## src/rtl/mac_accum_unit_if.sv

```systemverilog
// Operand/result bundle for mac_accum_unit: operand-pair handshake in,
// saturated dot-product result out.
interface mac_accum_unit_if #(
   parameter int DATA_WIDTH = 8
);
   logic                      start;
   logic                      in_valid;
   logic [DATA_WIDTH-1:0]     a_in;
   logic [DATA_WIDTH-1:0]     b_in;
   logic                      in_ready;
   logic [2*DATA_WIDTH:0]     result;
   logic                      out_valid;
   logic                      saturated;
   logic                      busy;

   modport master (
      output start, in_valid, a_in, b_in,
      input  in_ready, result, out_valid, saturated, busy
   );

   modport slave (
      input  start, in_valid, a_in, b_in,
      output in_ready, result, out_valid, saturated, busy
   );
endinterface

```

## src/rtl/mac_accum_unit.sv

```systemverilog
// Multiply-accumulate of N_TERMS unsigned operand pairs with a registered
// product stage and a saturating (2*DATA_WIDTH+1)-bit result.
module mac_accum_unit #(
   parameter int DATA_WIDTH = 8,
   parameter int N_TERMS    = 10,
   parameter int CNT_W      = 4
) (
   input  logic              clk,
   input  logic              reset,
   mac_accum_unit_if.slave   bus
);
   localparam int PROD_W = 2*DATA_WIDTH;
   localparam int RES_W  = 2*DATA_WIDTH + 1;
   localparam int ACC_W  = 2*DATA_WIDTH + CNT_W;
   localparam logic [ACC_W-1:0] ACC_MAX = ACC_W'({RES_W{1'b1}});

   typedef enum logic [1:0] {
      ST_IDLE,
      ST_ACCUM,
      ST_DRAIN,
      ST_DONE
   } state_e;

   state_e             state_q, state_d;
   logic [CNT_W-1:0]   cnt_q, cnt_d;
   logic [PROD_W-1:0]  prod_q, prod_d;
   logic               prod_valid_q, prod_valid_d;
   logic [ACC_W-1:0]   acc_q, acc_d;
   logic               sticky_q, sticky_d;
   logic [RES_W-1:0]   result_q, result_d;
   logic               result_sat_q, result_sat_d;

   logic               in_ready;
   logic               transfer;
   logic [ACC_W-1:0]   acc_sum;
   logic               over;

   assign in_ready = (state_q == ST_ACCUM);
   assign transfer = bus.in_valid && in_ready;
   assign acc_sum  = acc_q + (prod_valid_q ? ACC_W'(prod_q) : '0);
   assign over     = (acc_sum > ACC_MAX);

   // NOTE: every signal driven here gets a default first so no path leaves it
   // unassigned; that is what keeps this block free of inferred latches.
   always_comb begin
      state_d      = state_q;
      cnt_d        = cnt_q;
      prod_d       = prod_q;
      prod_valid_d = 1'b0;
      acc_d        = acc_q;
      sticky_d     = sticky_q;
      result_d     = result_q;
      result_sat_d = result_sat_q;

      unique case (state_q)
         ST_IDLE, ST_DONE: begin
            if (bus.start) begin
               state_d  = ST_ACCUM;
               cnt_d    = '0;
               acc_d    = '0;
               sticky_d = 1'b0;
            end else begin
               state_d  = ST_IDLE;
            end
         end
         ST_ACCUM: begin
            acc_d    = acc_sum;
            sticky_d = sticky_q | over;
            if (transfer) begin
               prod_d       = PROD_W'(bus.a_in) * PROD_W'(bus.b_in);
               prod_valid_d = 1'b1;
               cnt_d        = cnt_q + 1'b1;
               if (cnt_q == CNT_W'(N_TERMS - 1)) state_d = ST_DRAIN;
            end
         end
         ST_DRAIN: begin
            // The last product lands here; result clips at the all-ones value.
            acc_d        = acc_sum;
            sticky_d     = sticky_q | over;
            result_d     = over ? RES_W'(ACC_MAX) : acc_sum[RES_W-1:0];
            result_sat_d = sticky_q | over;
            state_d      = ST_DONE;
         end
         default: state_d = ST_IDLE;
      endcase
   end

   // NOTE: state registers use non-blocking assignments so every flop samples
   // the pre-edge values regardless of statement order.
   always_ff @(posedge clk or posedge reset) begin
      if (reset) begin
         state_q      <= ST_IDLE;
         cnt_q        <= '0;
         prod_q       <= '0;
         prod_valid_q <= 1'b0;
         acc_q        <= '0;
         sticky_q     <= 1'b0;
         result_q     <= '0;
         result_sat_q <= 1'b0;
      end else begin
         state_q      <= state_d;
         cnt_q        <= cnt_d;
         prod_q       <= prod_d;
         prod_valid_q <= prod_valid_d;
         acc_q        <= acc_d;
         sticky_q     <= sticky_d;
         result_q     <= result_d;
         result_sat_q <= result_sat_d;
      end
   end

   assign bus.in_ready  = in_ready;
   assign bus.busy      = (state_q == ST_ACCUM) || (state_q == ST_DRAIN);
   assign bus.out_valid = (state_q == ST_DONE);
   assign bus.result    = result_q;
   assign bus.saturated = result_sat_q;

endmodule

```

## src/flat_wrapper.sv

```systemverilog
// flat-port wrapper written by rule: the top's interface ports become plain ports
module mac_accum_unit_flat 
#(
   parameter int DATA_WIDTH = 8,
   parameter int N_TERMS    = 10,
   parameter int CNT_W      = 4
)
  (clk, reset, bus_start, bus_in_valid, bus_a_in, bus_b_in, bus_in_ready, bus_result, bus_out_valid, bus_saturated, bus_busy);
  mac_accum_unit_if #(.DATA_WIDTH(DATA_WIDTH)) bus_i ();
  input  logic clk;
  input  logic reset;
  input wire logic [$bits(bus_i.start)-1:0] bus_start;
  input wire logic [$bits(bus_i.in_valid)-1:0] bus_in_valid;
  input wire logic [$bits(bus_i.a_in)-1:0] bus_a_in;
  input wire logic [$bits(bus_i.b_in)-1:0] bus_b_in;
  output wire logic [$bits(bus_i.in_ready)-1:0] bus_in_ready;
  output wire logic [$bits(bus_i.result)-1:0] bus_result;
  output wire logic [$bits(bus_i.out_valid)-1:0] bus_out_valid;
  output wire logic [$bits(bus_i.saturated)-1:0] bus_saturated;
  output wire logic [$bits(bus_i.busy)-1:0] bus_busy;
  assign bus_i.start = bus_start;
  assign bus_i.in_valid = bus_in_valid;
  assign bus_i.a_in = bus_a_in;
  assign bus_i.b_in = bus_b_in;
  assign bus_in_ready = bus_i.in_ready;
  assign bus_result = bus_i.result;
  assign bus_out_valid = bus_i.out_valid;
  assign bus_saturated = bus_i.saturated;
  assign bus_busy = bus_i.busy;
  mac_accum_unit #(.DATA_WIDTH(DATA_WIDTH), .N_TERMS(N_TERMS), .CNT_W(CNT_W)) u_core (.clk(clk), .reset(reset), .bus(bus_i));
endmodule
```

## config.mk

```make
export PLATFORM = sky130hd
export DESIGN_NAME = mac_accum_unit_flat
export DESIGN_NICKNAME = d
export VERILOG_FILES = /design/src/rtl/mac_accum_unit_if.sv /design/src/rtl/mac_accum_unit.sv /design/src/flat_wrapper.sv
export SDC_FILE = /design/constraint.sdc
export NUM_CORES = 1
export LEC_CHECK = 0
export ABC_AREA = 1
export ABC_CLOCK_PERIOD_IN_PS = 3150
export CAP_MARGIN = 10
export CORE_AREA = 2 2 93 117
export CTS_BUF_LIST = sky130_fd_sc_hd__clkbuf_16
export DETAILED_ROUTE_END_ITERATION = 16
export DIE_AREA = 0 0 95 119
export GPL_TIMING_DRIVEN = 0
export PLACE_DENSITY = 0.82
export SLEW_MARGIN = 20
export SYNTH_ARGS = -nofsm -noshare
export SYNTH_HDL_FRONTEND = slang
export SYNTH_SLANG_ARGS = --single-unit
```

## constraint.sdc

```tcl
create_clock -name clk -period 3.15 [get_ports clk]
set_input_delay 0.945 -clock clk [delete_from_list [all_inputs] [get_ports clk]]
set_output_delay 0.945 -clock clk [all_outputs]
set_load 0.03 [all_outputs]
```

==> images/clock_wires.png <==
Scale bar: 20 um.
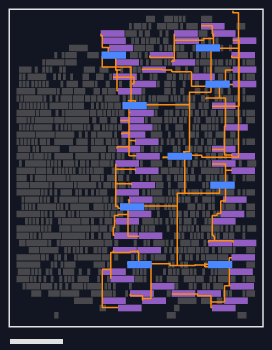
- blue: clock-net drivers (count 9)
- purple: flip-flops (count 62)
- orange: clock wires (length 849 um)
- routed clock nets: 10
clock network fraction of total power: 14.4%
Clk. pwr: 0.828 mW
Late-Pin Clk Latency: 340 ps
clock skew: 8.118 ps

==> images/gates.png <==
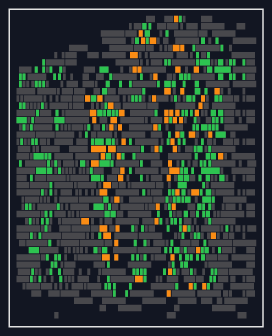
- green: nand cells (cells 282; most used nand2_1; where widely spread)
- orange: aoi and oai cells (cells 77; most used a21oi_1)
top logic cell by instance count in the layout: nand2_1
multi-input combinational area share: 54.70%
fin cells: 1017

==> images/m2.png <==
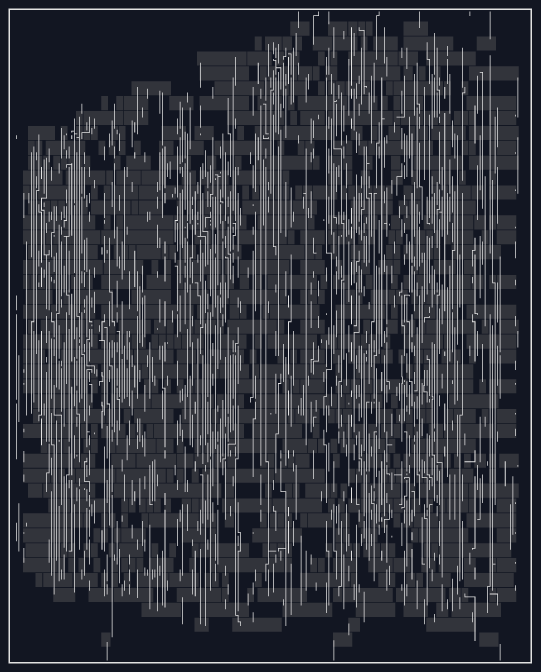
- main direction: vertical
- nets with wire on the layer: 816
- wire length on this layer: 7230 um
- share of all routed wire: 55%
- longest straight run: 65.6 um

==> images/class_map.png <==
Scale bar: 20 um.
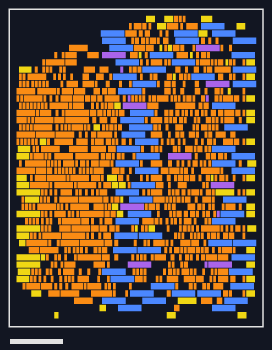
- yellow: remaining buffers and delay cells (cells 64)
- orange: remaining logic cells (cells 745)
- blue: registers (cells 62)
- purple: clock drivers and dummy loads (cells 14)
post-route cell area: 7361 um2
flop share of the area: 21.08%

==> images/placed.png <==
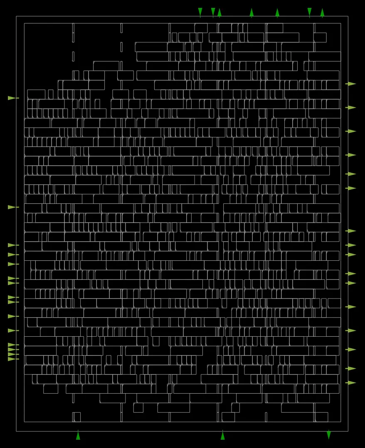
Final Util: 71.10%
fill cell count: 807
flip-flops: 62
# Taps: 132
core region area: 10350 um2

-- repair_timing --
item,4_1_cts,5_1_grt
hold buffers,0,0
endpoints found under the hold margin,0,0
setup buffers,6,5
pin swaps,17,19
setup endpoints to repair,12,34
gates resized,40,40
cloned,0,0
-- power groups by stage --
| stage | sequential, mW | combinational [mW] | clock, mW |
|---|---|---|---|
| 3_3_place_gp | 1.28 | 3.17 | 0 |
| 3_5_place_dp | 1.30 | 3.24 | 0 |
| 5_1_grt | 1.34 | 4.07 | 0.877 |
| 6_report | 1.29 | 3.64 | 0.828 |
| 2_1_floorplan | 1.48 | 2.25 | 0 |
| 4_1_cts | 1.29 | 3.42 | 0.836 |
-- routing by layer --
| metal | wire, um | up-vias | share of wire [%] |
|---|---|---|---|
| met1 | 5161 | 2428 | 39 |
| met3 | 417 | 41 | 3.1 |
| met4 | 442 | 0 | 3.3 |
| li1 | - | 2631 | - |
| met5 | 0 | - | 0 |
| met2 | 7231 | 130 | 55 |
-- cell type report --
class	instances	share of cell area (%)
clock buffer	9	3.060
timing repair buffer	36	4.793
multi-input combinational	560	54.70
tap	132	2.244
clock inverter	5	0.2550
inverter	185	9.468
buffer	28	4.403
sequential	62	21.08
-- worst paths after layout --
path	from	end	slack, ps	cells after the start
setup / recovery	bus_a_in[3]	u_core.prod_q[13]	-1050	19
min in group asynchronous	reset	u_core.bus.result[10]	930	2
setup reg to reg	u_core.prod_valid_q	u_core.bus.result[12]	420	16
hold / removal	u_core.prod_q[2]	u_core.prod_q[2]	480	2
max in group asynchronous	reset	u_core.cnt_q[2]	1720	3
hold reg to reg	u_core.prod_q[2]	u_core.prod_q[2]	480	2
==> results.sh <==
# yosys + openroad results
export IMPL_status="complete, but fails checks"
export IMPL_violations="setup timing"
export IMPL_slew_headroom_pct=64.80
export IMPL_cts_buffers_inserted=9
export IMPL_dr_pass1_iters=5
export IMPL_yosysChipArea_um2=6120
export IMPL_lay_top_cells="214 x nand2_1, 156 x inv_1, 62 x dfrtp_1"
export IMPL_max_freq_ghz=0.2384
export IMPL_netSwitchingFraction_pct=46.53
export IMPL_drv_cap=0
export IMPL_layout_setup_ws_ps=-1045
export IMPL_worstSetupPathType="in -> reg"
export IMPL_drtIter0Drc=209
export IMPL_largest_reg_flops=20
export IMPL_top_register="u_core.acc_q"
export IMPL_clock_path_buffers=2
export IMPL_grtUsageTotal_pct=25.13
export IMPL_boundaryPins=41
export IMPL_top_area_share_pct=25.35
export IMPL_xor_share_pct=2.147
export IMPL_antenna_found_initial=0
export IMPL_power_switching_mw=2.681
export IMPL_tool_warnings=32
export IMPL_path_cells="clkbuf_16, nand2_1, inv_2, fa_1, fa_1, fa_1, inv_1, fa_1, inv_2, ha_4, inv_2, o21ai_2, a21oi_2, o21ai_2, inv_1, o21bai_1, nand2_1, nand3_1, nand2_1"
export IMPL_via_per_inst=5.143
export IMPL_p_comb_share_pct=63.2
export IMPL_grt_pass1_vias=5389
export IMPL_avgSynthCellArea_um2=7.320
export IMPL_intPower_mw=3.081
export IMPL_fin_tns_setup_ps=-9076
export IMPL_die_w_um=95
export IMPL_clockRootBuffer="clkbuf_16"
export IMPL_syn_to_final_growth_pct=20.28
export IMPL_vias=5230
export IMPL_power_leakage_nw=4.174
export IMPL_yosys_cell_count_top_type="nand2_1"
export IMPL_grt_max_degree=39
export IMPL_postSynthSeqShare_pct=25.35
export IMPL_num_rows=42
export IMPL_postRouteAntennaNets=0
export IMPL_overflow=0
export IMPL_mux_share_pct=0
export IMPL_fp_dieH_um=119
export IMPL_hold_viol=0
export IMPL_slew_violations=0
export IMPL_gr_usage_met2_pct=47.92
export IMPL_async_reset_ff_share_pct=100.0
export IMPL_path_delay_family="adder cells"
export IMPL_adder_share_pct=23.76
export IMPL_ys_sh_simple_pct=27.52
export IMPL_hpwl_mm=10.15
export IMPL_end_kind="flip-flop"
export IMPL_gp_congestion=0.8882
export IMPL_top_logic_kind="simple AND/OR/NAND/NOR gates"
export IMPL_use_met1_pct=26.15
export IMPL_p_per_area_nw_per_um2=782.8
export IMPL_wl_per_cell_um=13.03
export IMPL_post_route_min_period_ps=4195
export IMPL_synth_flops=62
export IMPL_dpl_cell_area_um2=6748
export IMPL_grt_most_used_layer="met2"
export IMPL_setup_viol=12
export IMPL_htree_levels=3
export IMPL_dp_cells=993
export IMPL_enable_flop_cells=0
export IMPL_final_nets=996
export IMPL_start_kind="primary input"
export IMPL_cp_data_required_time_ps=3370
export IMPL_ys_sh_aoi_pct=7.790
export IMPL_grt_pass1_wl_mm=22.61
export IMPL_hold_ws_ps=481.4
export IMPL_synth_cells=836
export IMPL_dieArea_um2=11310
export IMPL_synth_cell_types=41
export IMPL_wirelength_mm=13.25
export IMPL_worstMarginPinSlew_ps=528.1
export IMPL_peakVddDrop_mv=0.3331
export IMPL_clock_sinks=62
export IMPL_portBuffers=24
export IMPL_fp_nets=950
export IMPL_min_period_over_period_pct=133.2
export IMPL_pre_cts_slack_ps=-1517
export IMPL_grt_use_met3_pct=4.048
export IMPL_ys_flop_type="dfrtp_1"
export IMPL_arrival_ps=4410
export IMPL_cts_tree="built"
export IMPL_common_cells="229 x nand2_1, 179 x inv_1, 62 x dfrtp_1"
export IMPL_regArea_um2=1551
export IMPL_rsz0062_at_grt="yes"
export IMPL_ys_warn_count=0
export IMPL_drc=0
export IMPL_critPathMostFrequentCell="fa_1"
export IMPL_hold_path_class="reg -> reg"
export IMPL_topCellsByArea="dfrtp_1 25%, nand2_1 14%, fa_1 12%"
export IMPL_power_mw=5.762
export IMPL_syn_area_um2=6120
No activity file was given, so power comes from the tool's default toggle rates.
